File: config.mk
export PLATFORM = sky130hd
export DESIGN_NAME = pipeline_stall_ctrl_flat
export DESIGN_NICKNAME = d
export VERILOG_FILES = /design/src/rtl/pipeline_stall_ctrl_if.sv /design/src/rtl/pipeline_stall_ctrl.sv /design/src/flat_wrapper.sv
export SDC_FILE = /design/constraint.sdc
export NUM_CORES = 1
export LEC_CHECK = 0
export CAP_MARGIN = 5
export CORE_MARGIN = 2
export CORE_UTILIZATION = 40
export CTS_CLUSTER_DIAMETER = 50
export CTS_CLUSTER_SIZE = 10
export DETAILED_ROUTE_END_ITERATION = 12
export GPL_TIMING_DRIVEN = 0
export HOLD_SLACK_MARGIN = 0.08
export MAX_ROUTING_LAYER = met4
export PLACE_DENSITY = 0.85
export SETUP_SLACK_MARGIN = 0.05
export SYNTH_ARGS = -nofsm -noshare
export SYNTH_HDL_FRONTEND = slang
export SYNTH_SLANG_ARGS = --single-unit
export TNS_END_PERCENT = 5
File: constraint.sdc
create_clock -name i_clk -period 2.4 [get_ports i_clk]
set_input_delay 0.72 -clock i_clk [delete_from_list [all_inputs] [get_ports i_clk]]
set_output_delay 0.72 -clock i_clk [all_outputs]
set_load 0.01 [all_outputs]
File: src/rtl/pipeline_stall_ctrl_if.sv
// ----------------------------------------------------------------------------
// pipeline_stall_ctrl_if
//
// Purpose: bundles the decode/ALU hazard information, cache block requests,
// the per-stage latch enables and the statistics counters exchanged between
// the MIRI pipeline and its stall/flush controller.
//
// Signal names carry the controller's point of view: i_* are driven by the
// pipeline (master) and read by the controller (slave); o_* go the other way.
//
//   i_dec_reg_a/b          source registers of the instruction in decode
//   i_dec_use_a/b          source register is actually read
//   i_dec_is_mul           decode holds a multiply
//   i_alu_reg_d            destination register of the instruction in ALU
//   i_alu_mem_r            instruction in ALU is a load
//   i_branch_taken         branch resolved taken in ALU this cycle
//   i_block_pipe_*_cache   cache miss in progress
//   o_en_reg_*             per-stage latch enables
//   o_injecting_nop        first frozen/flushed stage's successor loads NOP
//   o_inject_nop           NOP encoding
//   o_flush                fetch and decode latches load NOP this cycle
//   o_mul_busy             multiply occupying the ALU
//   o_stall_cycles         saturating count of cycles with fetch frozen
//   o_flush_count          saturating count of flush cycles
// ----------------------------------------------------------------------------
interface pipeline_stall_ctrl_if #(
    parameter int unsigned REG_IDX_W = 5,
    parameter int unsigned CNT_W     = 16
);
    logic [REG_IDX_W-1:0] i_dec_reg_a;
    logic [REG_IDX_W-1:0] i_dec_reg_b;
    logic                 i_dec_use_a;
    logic                 i_dec_use_b;
    logic                 i_dec_is_mul;
    logic [REG_IDX_W-1:0] i_alu_reg_d;
    logic                 i_alu_mem_r;
    logic                 i_branch_taken;
    logic                 i_block_pipe_instr_cache;
    logic                 i_block_pipe_data_cache;

    logic                 o_en_reg_fetch;
    logic                 o_en_reg_decode;
    logic                 o_en_reg_alu;
    logic                 o_en_reg_mem;
    logic                 o_injecting_nop;
    logic [31:0]          o_inject_nop;
    logic                 o_flush;
    logic                 o_mul_busy;
    logic [CNT_W-1:0]     o_stall_cycles;
    logic [CNT_W-1:0]     o_flush_count;

    // Pipeline side.
    modport master (
        output i_dec_reg_a, i_dec_reg_b, i_dec_use_a, i_dec_use_b, i_dec_is_mul,
        output i_alu_reg_d, i_alu_mem_r, i_branch_taken,
        output i_block_pipe_instr_cache, i_block_pipe_data_cache,
        input  o_en_reg_fetch, o_en_reg_decode, o_en_reg_alu, o_en_reg_mem,
        input  o_injecting_nop, o_inject_nop, o_flush, o_mul_busy,
        input  o_stall_cycles, o_flush_count
    );

    // Controller side.
    modport slave (
        input  i_dec_reg_a, i_dec_reg_b, i_dec_use_a, i_dec_use_b, i_dec_is_mul,
        input  i_alu_reg_d, i_alu_mem_r, i_branch_taken,
        input  i_block_pipe_instr_cache, i_block_pipe_data_cache,
        output o_en_reg_fetch, o_en_reg_decode, o_en_reg_alu, o_en_reg_mem,
        output o_injecting_nop, o_inject_nop, o_flush, o_mul_busy,
        output o_stall_cycles, o_flush_count
    );
endinterface

File: src/rtl/pipeline_stall_ctrl.sv
// ----------------------------------------------------------------------------
// pipeline_stall_ctrl
//
// Purpose: stall, flush and bubble controller for the MIRI pipelined core.
// Drives the fetch/decode/ALU/MEM latch enables from cache block requests,
// load-use hazards, taken branches and multi-cycle multiplies, and keeps
// saturating stall/flush statistics.
//
// Ports:
//   i_clk    single clock, all state on the rising edge
//   i_reset  synchronous, active-high reset
//   bus      pipeline_stall_ctrl_if.slave (hazard inputs, enables, statistics)
//
// Parameters:
//   REG_IDX_W  register index width
//   MUL_LAT    ALU occupancy of one multiply in cycles (>= 1)
//   CNT_W      statistics counter width
//   NOP_INSTR  encoding presented on o_inject_nop
//
// All enables/flags are combinational from state and inputs (zero latency).
// Priority, highest first: reset, data-cache block, multiply busy, taken
// branch, load-use hazard, instruction-cache block, normal run.
// ----------------------------------------------------------------------------
module pipeline_stall_ctrl #(
    parameter int unsigned REG_IDX_W = 5,
    parameter int unsigned MUL_LAT   = 5,
    parameter int unsigned CNT_W     = 16,
    parameter logic [31:0] NOP_INSTR = 32'h0000_0000
) (
    input  logic                  i_clk,
    input  logic                  i_reset,
    pipeline_stall_ctrl_if.slave  bus
);

    localparam int unsigned       MulCntW     = $clog2(MUL_LAT) + 1;
    localparam logic [MulCntW-1:0] MulIssueCnt = MulCntW'(MUL_LAT - 1);
    // A single-cycle multiply fits the normal pipeline flow.
    localparam bit                MulStalls   = (MUL_LAT > 1);

    typedef enum logic [0:0] {
        StRun,
        StMulBusy
    } state_e;

    state_e               r_state;
    state_e               w_state_next;
    logic [MulCntW-1:0]   r_mul_cnt;
    logic [MulCntW-1:0]   w_mul_cnt_next;
    logic [CNT_W-1:0]     r_stall_cycles;
    logic [CNT_W-1:0]     r_flush_count;

    logic                 w_load_use;
    logic                 w_en_fetch;
    logic                 w_en_decode;
    logic                 w_en_alu;
    logic                 w_en_mem;
    logic                 w_injecting_nop;
    logic                 w_flush;

    // r0 is deliberately not exempt: a load to r0 still stalls a reader.
    assign w_load_use = bus.i_alu_mem_r &&
                        ((bus.i_dec_use_a && (bus.i_dec_reg_a == bus.i_alu_reg_d)) ||
                         (bus.i_dec_use_b && (bus.i_dec_reg_b == bus.i_alu_reg_d)));

    // ------------------------------------------------------------------------
    // Next state and outputs
    // ------------------------------------------------------------------------
    always_comb begin
        w_en_fetch      = 1'b1;
        w_en_decode     = 1'b1;
        w_en_alu        = 1'b1;
        w_en_mem        = 1'b1;
        w_injecting_nop = 1'b0;
        w_flush         = 1'b0;
        w_state_next    = r_state;
        w_mul_cnt_next  = r_mul_cnt;

        if (i_reset) begin
            w_en_fetch  = 1'b0;
            w_en_decode = 1'b0;
            w_en_alu    = 1'b0;
            w_en_mem    = 1'b0;
            w_state_next   = StRun;
            w_mul_cnt_next = '0;
        end else if (bus.i_block_pipe_data_cache) begin
            // Whole pipe frozen; a multiply in flight keeps its count.
            w_en_fetch  = 1'b0;
            w_en_decode = 1'b0;
            w_en_alu    = 1'b0;
            w_en_mem    = 1'b0;
        end else if (r_state == StMulBusy) begin
            // Multiply holds the ALU; MEM drains and receives a bubble.
            // A taken branch here is a protocol violation and is ignored.
            w_en_fetch      = 1'b0;
            w_en_decode     = 1'b0;
            w_en_alu        = 1'b0;
            w_injecting_nop = 1'b1;
            if (r_mul_cnt <= MulCntW'(1)) begin
                w_state_next   = StRun;
                w_mul_cnt_next = '0;
            end else begin
                w_mul_cnt_next = r_mul_cnt - MulCntW'(1);
            end
        end else if (bus.i_branch_taken) begin
            // Both younger stages are squashed on the same edge.
            w_flush         = 1'b1;
            w_injecting_nop = 1'b1;
        end else if (w_load_use) begin
            // Hold the consumer in decode one cycle; bubble into ALU.
            w_en_fetch      = 1'b0;
            w_en_decode     = 1'b0;
            w_injecting_nop = 1'b1;
        end else begin
            if (bus.i_block_pipe_instr_cache) begin
                // Only fetch waits; decode still advances and receives a NOP.
                w_en_fetch      = 1'b0;
                w_injecting_nop = 1'b1;
            end
            // Multiply moves into the ALU this edge and occupies it afterwards.
            if (MulStalls && bus.i_dec_is_mul) begin
                w_state_next   = StMulBusy;
                w_mul_cnt_next = MulIssueCnt;
            end
        end
    end

    // ------------------------------------------------------------------------
    // State and statistics registers
    // ------------------------------------------------------------------------
    always_ff @(posedge i_clk) begin
        if (i_reset) begin
            r_state        <= StRun;
            r_mul_cnt      <= '0;
            r_stall_cycles <= '0;
            r_flush_count  <= '0;
        end else begin
            r_state   <= w_state_next;
            r_mul_cnt <= w_mul_cnt_next;
            if (!w_en_fetch && (r_stall_cycles != {CNT_W{1'b1}})) begin
                r_stall_cycles <= r_stall_cycles + CNT_W'(1);
            end
            if (w_flush && (r_flush_count != {CNT_W{1'b1}})) begin
                r_flush_count <= r_flush_count + CNT_W'(1);
            end
        end
    end

    // ------------------------------------------------------------------------
    // Outputs
    // ------------------------------------------------------------------------
    assign bus.o_en_reg_fetch  = w_en_fetch;
    assign bus.o_en_reg_decode = w_en_decode;
    assign bus.o_en_reg_alu    = w_en_alu;
    assign bus.o_en_reg_mem    = w_en_mem;
    assign bus.o_injecting_nop = w_injecting_nop;
    assign bus.o_flush         = w_flush;
    assign bus.o_inject_nop    = NOP_INSTR;
    // Forced low while reset is asserted so no flag leaks during reset.
    assign bus.o_mul_busy      = (r_state == StMulBusy) && !i_reset;
    assign bus.o_stall_cycles  = r_stall_cycles;
    assign bus.o_flush_count   = r_flush_count;

endmodule

File: src/flat_wrapper.sv
// flat-port wrapper written by rule: the top's interface ports become plain ports
module pipeline_stall_ctrl_flat 
#(
    parameter int unsigned REG_IDX_W = 5,
    parameter int unsigned MUL_LAT   = 5,
    parameter int unsigned CNT_W     = 16,
    parameter logic [31:0] NOP_INSTR = 32'h0000_0000
)
  (i_clk, i_reset, bus_i_dec_reg_a, bus_i_dec_reg_b, bus_i_dec_use_a, bus_i_dec_use_b, bus_i_dec_is_mul, bus_i_alu_reg_d, bus_i_alu_mem_r, bus_i_branch_taken, bus_i_block_pipe_instr_cache, bus_i_block_pipe_data_cache, bus_o_en_reg_fetch, bus_o_en_reg_decode, bus_o_en_reg_alu, bus_o_en_reg_mem, bus_o_injecting_nop, bus_o_inject_nop, bus_o_flush, bus_o_mul_busy, bus_o_stall_cycles, bus_o_flush_count);
  pipeline_stall_ctrl_if #(.REG_IDX_W(REG_IDX_W), .CNT_W(CNT_W)) bus_i ();
  input  logic i_clk;
  input  logic i_reset;
  input wire logic [$bits(bus_i.i_dec_reg_a)-1:0] bus_i_dec_reg_a;
  input wire logic [$bits(bus_i.i_dec_reg_b)-1:0] bus_i_dec_reg_b;
  input wire logic [$bits(bus_i.i_dec_use_a)-1:0] bus_i_dec_use_a;
  input wire logic [$bits(bus_i.i_dec_use_b)-1:0] bus_i_dec_use_b;
  input wire logic [$bits(bus_i.i_dec_is_mul)-1:0] bus_i_dec_is_mul;
  input wire logic [$bits(bus_i.i_alu_reg_d)-1:0] bus_i_alu_reg_d;
  input wire logic [$bits(bus_i.i_alu_mem_r)-1:0] bus_i_alu_mem_r;
  input wire logic [$bits(bus_i.i_branch_taken)-1:0] bus_i_branch_taken;
  input wire logic [$bits(bus_i.i_block_pipe_instr_cache)-1:0] bus_i_block_pipe_instr_cache;
  input wire logic [$bits(bus_i.i_block_pipe_data_cache)-1:0] bus_i_block_pipe_data_cache;
  output wire logic [$bits(bus_i.o_en_reg_fetch)-1:0] bus_o_en_reg_fetch;
  output wire logic [$bits(bus_i.o_en_reg_decode)-1:0] bus_o_en_reg_decode;
  output wire logic [$bits(bus_i.o_en_reg_alu)-1:0] bus_o_en_reg_alu;
  output wire logic [$bits(bus_i.o_en_reg_mem)-1:0] bus_o_en_reg_mem;
  output wire logic [$bits(bus_i.o_injecting_nop)-1:0] bus_o_injecting_nop;
  output wire logic [$bits(bus_i.o_inject_nop)-1:0] bus_o_inject_nop;
  output wire logic [$bits(bus_i.o_flush)-1:0] bus_o_flush;
  output wire logic [$bits(bus_i.o_mul_busy)-1:0] bus_o_mul_busy;
  output wire logic [$bits(bus_i.o_stall_cycles)-1:0] bus_o_stall_cycles;
  output wire logic [$bits(bus_i.o_flush_count)-1:0] bus_o_flush_count;
  assign bus_i.i_dec_reg_a = bus_i_dec_reg_a;
  assign bus_i.i_dec_reg_b = bus_i_dec_reg_b;
  assign bus_i.i_dec_use_a = bus_i_dec_use_a;
  assign bus_i.i_dec_use_b = bus_i_dec_use_b;
  assign bus_i.i_dec_is_mul = bus_i_dec_is_mul;
  assign bus_i.i_alu_reg_d = bus_i_alu_reg_d;
  assign bus_i.i_alu_mem_r = bus_i_alu_mem_r;
  assign bus_i.i_branch_taken = bus_i_branch_taken;
  assign bus_i.i_block_pipe_instr_cache = bus_i_block_pipe_instr_cache;
  assign bus_i.i_block_pipe_data_cache = bus_i_block_pipe_data_cache;
  assign bus_o_en_reg_fetch = bus_i.o_en_reg_fetch;
  assign bus_o_en_reg_decode = bus_i.o_en_reg_decode;
  assign bus_o_en_reg_alu = bus_i.o_en_reg_alu;
  assign bus_o_en_reg_mem = bus_i.o_en_reg_mem;
  assign bus_o_injecting_nop = bus_i.o_injecting_nop;
  assign bus_o_inject_nop = bus_i.o_inject_nop;
  assign bus_o_flush = bus_i.o_flush;
  assign bus_o_mul_busy = bus_i.o_mul_busy;
  assign bus_o_stall_cycles = bus_i.o_stall_cycles;
  assign bus_o_flush_count = bus_i.o_flush_count;
  pipeline_stall_ctrl #(.REG_IDX_W(REG_IDX_W), .MUL_LAT(MUL_LAT), .CNT_W(CNT_W), .NOP_INSTR(NOP_INSTR)) u_core (.i_clk(i_clk), .i_reset(i_reset), .bus(bus_i));
endmodule
==> results.txt, run 1 <==
Implementation results. The run finished, with violations left. The checks that failed: negative setup slack. The synthesis report names the predominant flop master as dfxtp_1.

Clock tree buffer depth landed at 2. Proportion of synthesized flip-flops having asynchronous set or reset landed at 0%. Routability-driven placement finished with a final weighted congestion of 0.833. Layout net count landed at ~420. Register bit count reported by yosys landed at 37. The routed design could run at a clock period as short as 2.56 ns. Summed over all nets, wire length on met3 after detailed routing comes to 453 um. At the worst endpoint, the required time is 1.68 ns.

Total congestion overflow landed at 0. Count of max-cap constraint violations landed at 0. Post-synthesis instance total landed at 284. Hold timing on the final database bottoms out at a slack of 0.504 ns. Number of distinct library cell variants in the gate-level netlist after synthesis landed at roughly 51. The initial antenna violation count was 0. Total power normalized to cell area comes to between 400 and 500 mW/mm^2. Summing all non-filler instances in the final layout gives an area of 0.00354 mm^2.

The share of synthesized area in the top cell type comes to 31.2%. In this run, placement finished with an instance count of 451. Number of routed nets with antenna violations landed at 0.

Setup violations remaining at the end of the flow were counted as 3. During placement, the flow inserted port buffers numbering 61. STA classifies the critical path endpoint as an output pin. Measured along the x axis, the die boundary spans between 80 and 90 um. Residual DRC count landed at 0. The number of global-route vias before repair is 2136. The critical path is of the in -> out type. For this block, the via count after detailed routing is 2409. Per the OpenROAD floorplan log, the height of the die is between 80 and 90 um.

Final sum of negative setup slack landed at -0.239 ns. The cell area that synthesis handed to floorplanning was about 0.0024 mm^2. Deepest level of the CTS H-tree landed at 2. Per the cell usage report, the commonest logic cells after layout are buf_4, dfxtp_1, clkdlybuf4s50_1. The wire-length estimate of the detail-placed layout is 4340 um.

After layout, the worst setup slack is -0.164 ns. The OpenROAD report gives the critical path a data arrival time of 1.84 ns. The synthesis stats list as the most numerous cell dfxtp_1.

In this run the layout overhead on the synthesized area is reported as 48.9%. Number of violations reported at the end of detailed-routing iteration 0 landed at 209. met2 is the most crowded layer. In this run the core area contains 28 standard-cell rows. Met3 track utilization from global routing landed at 4.78%. The highest layer touched by signal routing is met4.

Logged for this run, the post-placement worst setup slack is -1.17 ns. Final cell count without fillers landed at 470. The most critical min-delay path falls under reg -> reg. TritonCTS built the clock tree. Number of sinks driven by the clock tree landed at 37.
[run 1: final timing paths]
path         slack (ns)                            end                           from  cells past startpoint
max               -0.16            bus_o_injecting_nop             bus_i_alu_reg_d[1]                      7
min                0.50  u_core.bus.o_stall_cycles[14]  u_core.bus.o_stall_cycles[14]                      2
max reg2reg        0.28   u_core.bus.o_stall_cycles[1]                 u_core.r_state                      8
min reg2reg        0.50  u_core.bus.o_stall_cycles[14]  u_core.bus.o_stall_cycles[14]                      2
[run 1: power by group]
part / switching (W) / internal, W
clock network: 0.000215 / 0.000260
logic: 0.000138 / 0.000154
registers: 0.0000261 / 0.000632
total: 0.000379 / 0.00105
[run 1: flip-flops by register name, summed over array words and instances, names as in the netlist]
| name | cells |
|---|---|
| u_core.bus.o_stall_cycles | 16 |
| u_core.bus.o_flush_count | 16 |
| u_core.r_mul_cnt | 4 |
| u_core.r_state | 1 |
[run 1: cell type report]
class                      instances  area share (%)
buffer                            45            9.94
clock buffer                       7            2.72
clock inverter                     1           0.142
inverter                          10            1.20
multi-input combinational        223            44.1
sequential                        37            20.9
tap                               75            2.65
timing repair buffer              72            18.3
[run 1: timing repair]
item                       4_1_cts  5_1_grt
setup buffers                    8        3
cloned                           0        0
setup endpoints to repair       32       16
gates resized                  126       20
pin swaps                       19        8
[run 1: cell families (layout without fill, tap and decap cells)]
group | Yosys count | in the layout | synth area share [%]
AND/OR/NAND/NOR | 101 | 101 | 24.4
AND-OR/OR-AND | 57 | 57 | 16.1
buffers and inverters | 55 | 135 | 14.8
flip-flops | 37 | 37 | 31.2
XOR/XNOR | 23 | 23 | 8.48
multiplexers | 6 | 6 | 2.79
adder cells (fa/ha/maj) | 4 | 4 | 2.11
other | 1 | 32 | 0.158
Fig. 1: run 1, logic cells by family
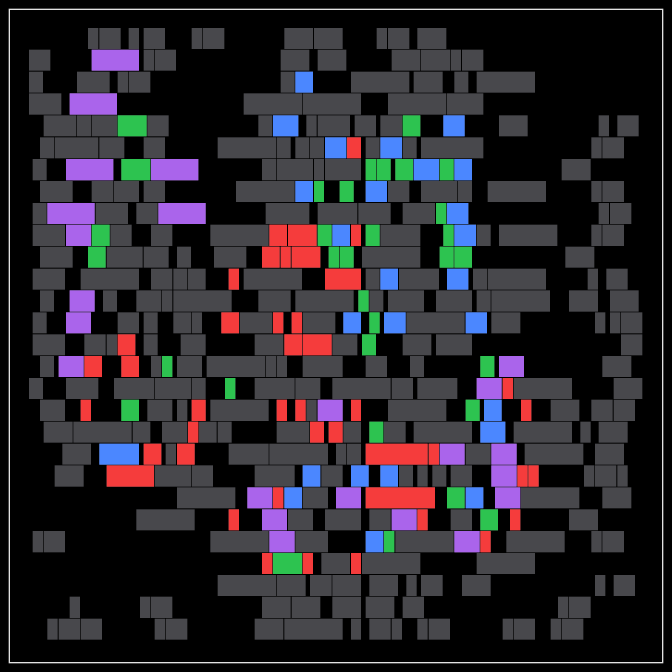
colour	family	cells
red	nor cells	43
green	nand cells	32
blue	and/or cells	26
purple	xor and xnor cells	23
fraction of area in multi-input gates: 44.1%
highest-count logic cell in the final layout: buf_4

Fig. 2: run 1, sequential cells grouped by signal name
Scale bar: 20 um.
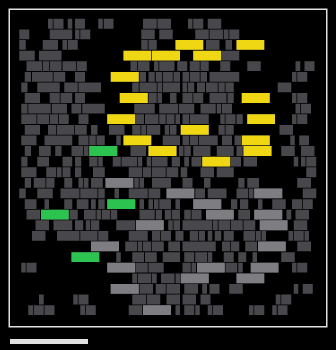
colour	netlist name	flops
yellow	`u_core.bus.o_stall_cycles`	16
green	`u_core.r_mul_cnt`	4
reported sequential group power: 0.000658 W
fin util: 60.8%

Fig. 3: run 1, clock wires, drivers and flops
Scale bar: 20 um.
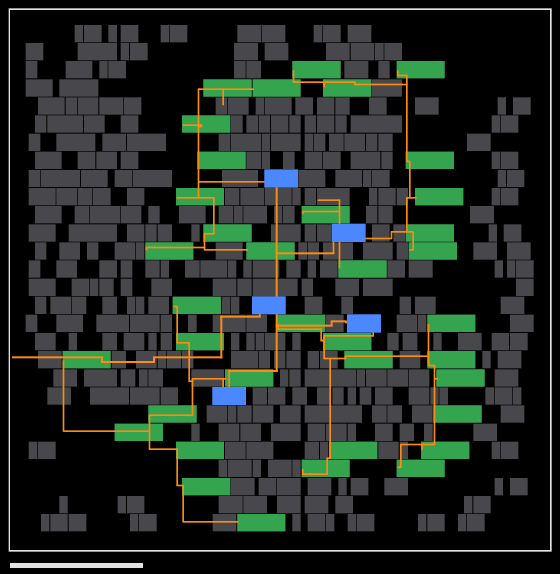
[orange] clock wires | length: 449 um
[blue] clock-net drivers | count: 5
[green] flip-flops | count: 37
routed clock nets	6
worst setup skew after layout: 0.00490 ns
clock network power consumption: 0.000474 W

Fig. 4: run 1, routing congestion
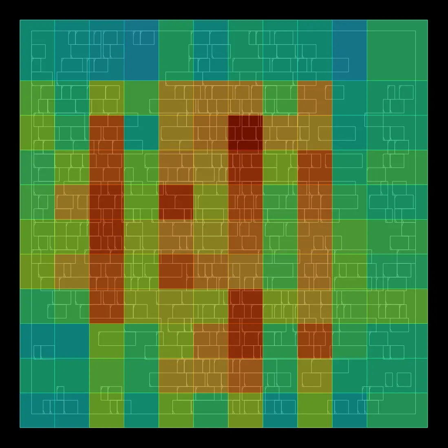
detail-routed net length per standard cell: 12.9 um
Overall Global Routing Usage: 18.2%
met2 usage: 30.3%
met1 track demand over resource: 21.7%

## Run 2: what changed since run 1
--- a/config.mk
+++ b/config.mk
@@ -14,7 +14,7 @@
 export GPL_TIMING_DRIVEN = 0
 export HOLD_SLACK_MARGIN = 0.08
 export MAX_ROUTING_LAYER = met4
-export PLACE_DENSITY = 0.85
+export PLACE_DENSITY = 0.79
 export SETUP_SLACK_MARGIN = 0.05
 export SYNTH_ARGS = -nofsm -noshare
 export SYNTH_HDL_FRONTEND = slang
Fig. 5: run 2, clock wires, drivers and flops
Scale bar: 20 um.
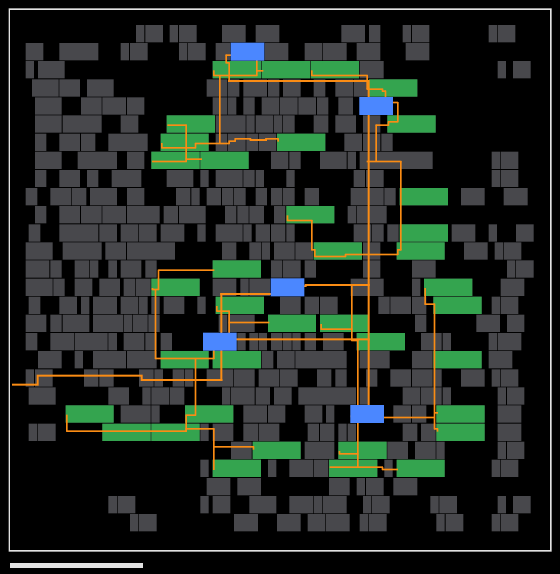
[orange] clock wires | length: 485 um
[green] flip-flops | count: 37
[blue] clock-net drivers | count: 5
routed clock nets	6
worst setup skew after layout: 0.00648 ns
clock network power consumption: 0.000571 W
part of the total power dissipated in the clock network: 37.8%
insertion delay at the late pin of the worst-skew pair: 0.30 ns

Fig. 6: run 2, sequential cells grouped by signal name
Scale bar: 20 um.
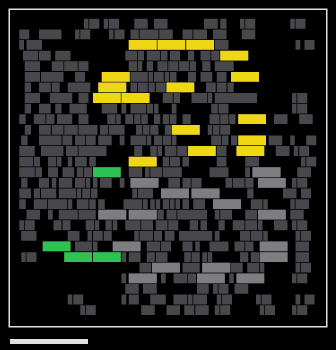
colour	netlist name	flops
yellow	`u_core.bus.o_stall_cycles`	16
green	`u_core.r_mul_cnt`	4
not coloured	17
fin util: 59.5%
sequential cell area: 741 um^2
share of cell area taken by flip-flops and latches: 21.4%

==> results.txt, run 2 <==
Implementation results. Shortest period the worst path allows landed at 2.58 ns. The layout report gives the multi-input gate share of total cell area as 42.8%. For met3 alone, demand over resource in global routing was 4.89%.

Worst setup margin landed at -0.179 ns. The final reports fail on negative setup slack. Counting every instance in the synthesized netlist gives 284. TritonRoute output was used to compute an average wire per cell of approximately 12 um.

Among logic cells in the layout, the one with the most instances is buf_4. The final timing report counts setup violations totalling 2. Vertical die size landed at 81.1 um. Measured against the total synthesized area, the mux share comes to 2.79%. The synthesized netlist devotes 2.11% of its cell area to adder and majority cells.

Total global routing track utilization landed at 18.8%. Total number of multi-input combinational cells landed at 223. Per the synth stats, the proportion of register bits with asynchronous set or reset is 0%. The final layout contains a sequential cell count of 37. The wire-length estimate of the detail-placed layout is ~4100 um. Across the run, the number of max-cap violations was 0.

The flow ran to the end, but the final reports show violations. In the final layout, the clock buffer count is 6. Layout net count landed at roughly 420.

Hold timing on the final database bottoms out at a slack of 0.517 ns.
==> run 2: netlist changes by cell type in the layout (fill, tap and decap cells not counted), sizes merged <==
cell / delta
buf: -2
clkinv: -2
inv: +1
clkinvlp: +1
bufinv: +1
==> run 2: what timing repair did <==
action	in CTS	in global routing
pin swaps	18	9
gates cloned	0	0
gates resized	110	9
buffers inserted	7	3
hold buffers	0	0
endpoints found under the setup margin	31	16
==> run 2: worst min-delay path by stage <==
stage | endpoint | cells after the start | from
2_1_floorplan | u_core.r_mul_cnt[3] | 1 | u_core.r_mul_cnt[3]
3_3_place_gp | u_core.bus.o_stall_cycles[14] | 2 | u_core.bus.o_stall_cycles[14]
3_5_place_dp | u_core.bus.o_stall_cycles[14] | 2 | u_core.bus.o_stall_cycles[14]
4_1_cts | u_core.bus.o_stall_cycles[14] | 2 | u_core.bus.o_stall_cycles[14]
5_1_grt | u_core.bus.o_stall_cycles[14] | 2 | u_core.bus.o_stall_cycles[14]
6_report | u_core.bus.o_stall_cycles[9] | 2 | u_core.bus.o_stall_cycles[9]
==> run 2: routing by layer <==
metal / up-vias / part of all wire [%] / routed length (um)
met2: 93 / 47 / 2750
met5: - / 0 / 0
met1: 1033 / 44 / 2550
met3: 8 / 7.5 / 435
li1: 1184 / - / -
met4: 0 / 1.4 / 80
==> run 2: worst max-delay path: cells and delay by family <==
kind	cells	cell delay, ns
AOI/OAI and AO/OA	2	0.49
buffers and inverters	2	0.28
and+or+nand+nor	2	0.24
xor gates and xnor gates	1	0.14
==> run 2: report_power, final <==
part	internal (W)	switching [W]	leakage, nW
clock network	0.000338	0.000233	0.0574
registers	0.000632	0.0000257	0.299
logic	0.000151	0.000131	1.09
## Run 3: what changed since run 2
--- a/config.mk
+++ b/config.mk
@@ -7,14 +7,14 @@
 export LEC_CHECK = 0
 export CAP_MARGIN = 5
 export CORE_MARGIN = 2
-export CORE_UTILIZATION = 40
+export CORE_UTILIZATION = 47
 export CTS_CLUSTER_DIAMETER = 50
 export CTS_CLUSTER_SIZE = 10
 export DETAILED_ROUTE_END_ITERATION = 12
 export GPL_TIMING_DRIVEN = 0
 export HOLD_SLACK_MARGIN = 0.08
 export MAX_ROUTING_LAYER = met4
-export PLACE_DENSITY = 0.79
+export PLACE_DENSITY = 0.87
 export SETUP_SLACK_MARGIN = 0.05
 export SYNTH_ARGS = -nofsm -noshare
 export SYNTH_HDL_FRONTEND = slang
==> constraint.sdc (replaced) <==
create_clock -name i_clk -period 3.3 [get_ports i_clk]
set_input_delay 0.99 -clock i_clk [delete_from_list [all_inputs] [get_ports i_clk]]
set_output_delay 0.99 -clock i_clk [all_outputs]
set_load 0.01 [all_outputs]
Fig. 7: run 3, placement by cell class
Scale bar: 20 um.
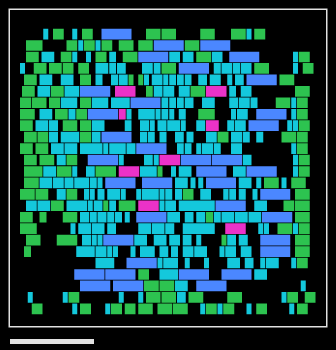
colour	class	cells	share of their area
green	remaining buffers and delay cells	119	31%
cyan	remaining logic cells	233	44%
blue	registers	37	22%
magenta	clock drivers and dummy loads	8	2.9%
fin util: 71.2%
number of standard-cell rows in the floorplan: 25
Core Area: 0.00479 mm^2
share of cell area taken by flip-flops and latches: 21.7%

Fig. 8: run 3, logic cells by family
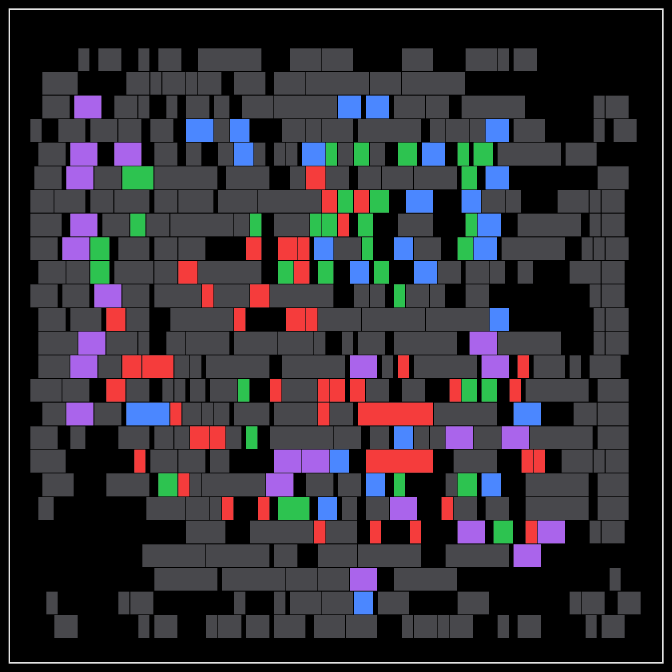
colour	family	cells
purple	xor and xnor cells	23
green	nand cells	32
red	nor cells	43
blue	and/or cells	26
fraction of area in multi-input gates: 41.8%
Final Non-Filler Cells: 464

==> results.txt, run 3 <==
Implementation results. The flow ran to the end, and the final reports show no timing, DRC or antenna violations. Looking at the power breakdown, combinational cells take 19.8% of the total. In this run the most critical hold path is launched from u_core.bus.o_stall_cycles[14]. HPWL after detailed placement landed at 4320 um.

Measured along the x axis, the die boundary spans 75.1 um. STA classifies the critical path endpoint as an output pin. Power spread over the standard cell area amounts to 297 mW/mm^2. The endpoint of the worst hold path is reported as u_core.bus.o_stall_cycles[14]. Residual DRC count landed at 0.

Clock latency on the worst-skew pair landed at 0.29 ns. The placement report lists the number of port buffers as a little over 60. Summing every instance area after synthesis gives 0.00237 mm^2. Post-synthesis to final-layout area growth landed at 43.6%. Cell internal power was estimated by the tool at 0.000733 W. The setup path with the least slack is of type in -> out.

Number of global-route vias before repair landed at 2172. Met2 wire length landed at 2950 um. Per the finish-stage timing summary, setup violations number 0. Length of routed wiring on met1 landed at 2430 um. In this run, synthesis produced a sequential element count of 37. Met2 usage in global routing landed at 37.4%. In the final run the clock tree shows a worst skew of 0.00442 ns. Number of distinct library cell variants in the gate-level netlist after synthesis landed at 51.

The synthesis stats list as the most numerous cell dfxtp_1. The library cell used most frequently in the layout, excluding fill and tap cells, is buf_4. Shortest period the worst path allows landed at 3.28 ns. In this run the worst setup path begins at bus_i_alu_reg_d[0].

The worst register-to-register path depth is 6. The routed design uses 387 um of met3 wire. Number of violations reported at the end of detailed-routing iteration 0 landed at around 240.
## run 3: metrics by stage
step           instance area (um^2)  cells  setup WS [ns]  hold slack, ns
3_5_place_dp                   3190    443         -0.962           0.501
4_1_cts                        3410    464        -0.0836           0.512
2_1_floorplan                  2490    315          0.375           0.471
5_1_grt                        3410    464         -0.100           0.541
6_report                       3410    464         0.0186           0.506
3_3_place_gp                   3190    443          -1.00           0.489
## run 3: logic make-up (layout without fill, tap and decap cells)
kind of cell	count (synthesis)	count (layout)	synth area share, %
other cells	1	32	0.158
fa+ha+maj	4	4	2.11
mux	6	6	2.79
buf+inv	55	137	14.8
xor+xnor	23	23	8.48
simple gates	101	101	24.4
compound gates	57	57	16.1
flops	37	37	31.2
## run 3: what timing repair did
| item | 4_1_cts | 5_1_grt |
|---|---|---|
| resized | 50 | 3 |
| cloned | 0 | 0 |
| pin swaps | 15 | 2 |
| endpoints found under the setup margin | 6 | 18 |
| setup buffers | 13 | 0 |
## run 3: layout make-up
cell class | instances | area [um^2]
flip-flops and latches | 37 | 741
well taps | 67 | 83.8
clock buffers | 6 | 82.6
clock inverters | 2 | 13.8
plain buffers | 45 | 338
fillers | 375 | 1380
repair buffers | 74 | 683
multi-input cells | 223 | 1430
inverters | 10 | 42.5
## run 3: worst max-delay path: stages
cell             delay (ns)
clkdlybuf4s15_2        0.21
xnor2_1                0.18
nand4_1                0.16
o22ai_2                0.20
nor2_2                 0.08
a311oi_2               0.28
buf_2                  0.19
## run 3: power groups by stage
stage / Clock (W) / Sequential (W) / Combinational, W
after floorplan: 0 / 0.000486 / 0.000119
after global placement: 0 / 0.000487 / 0.000182
after detailed placement: 0 / 0.000487 / 0.000187
after CTS: 0.000339 / 0.000477 / 0.000195
after global routing: 0.000362 / 0.000480 / 0.000218
final: 0.000336 / 0.000477 / 0.000200
Power and IR drop assume default switching activity.
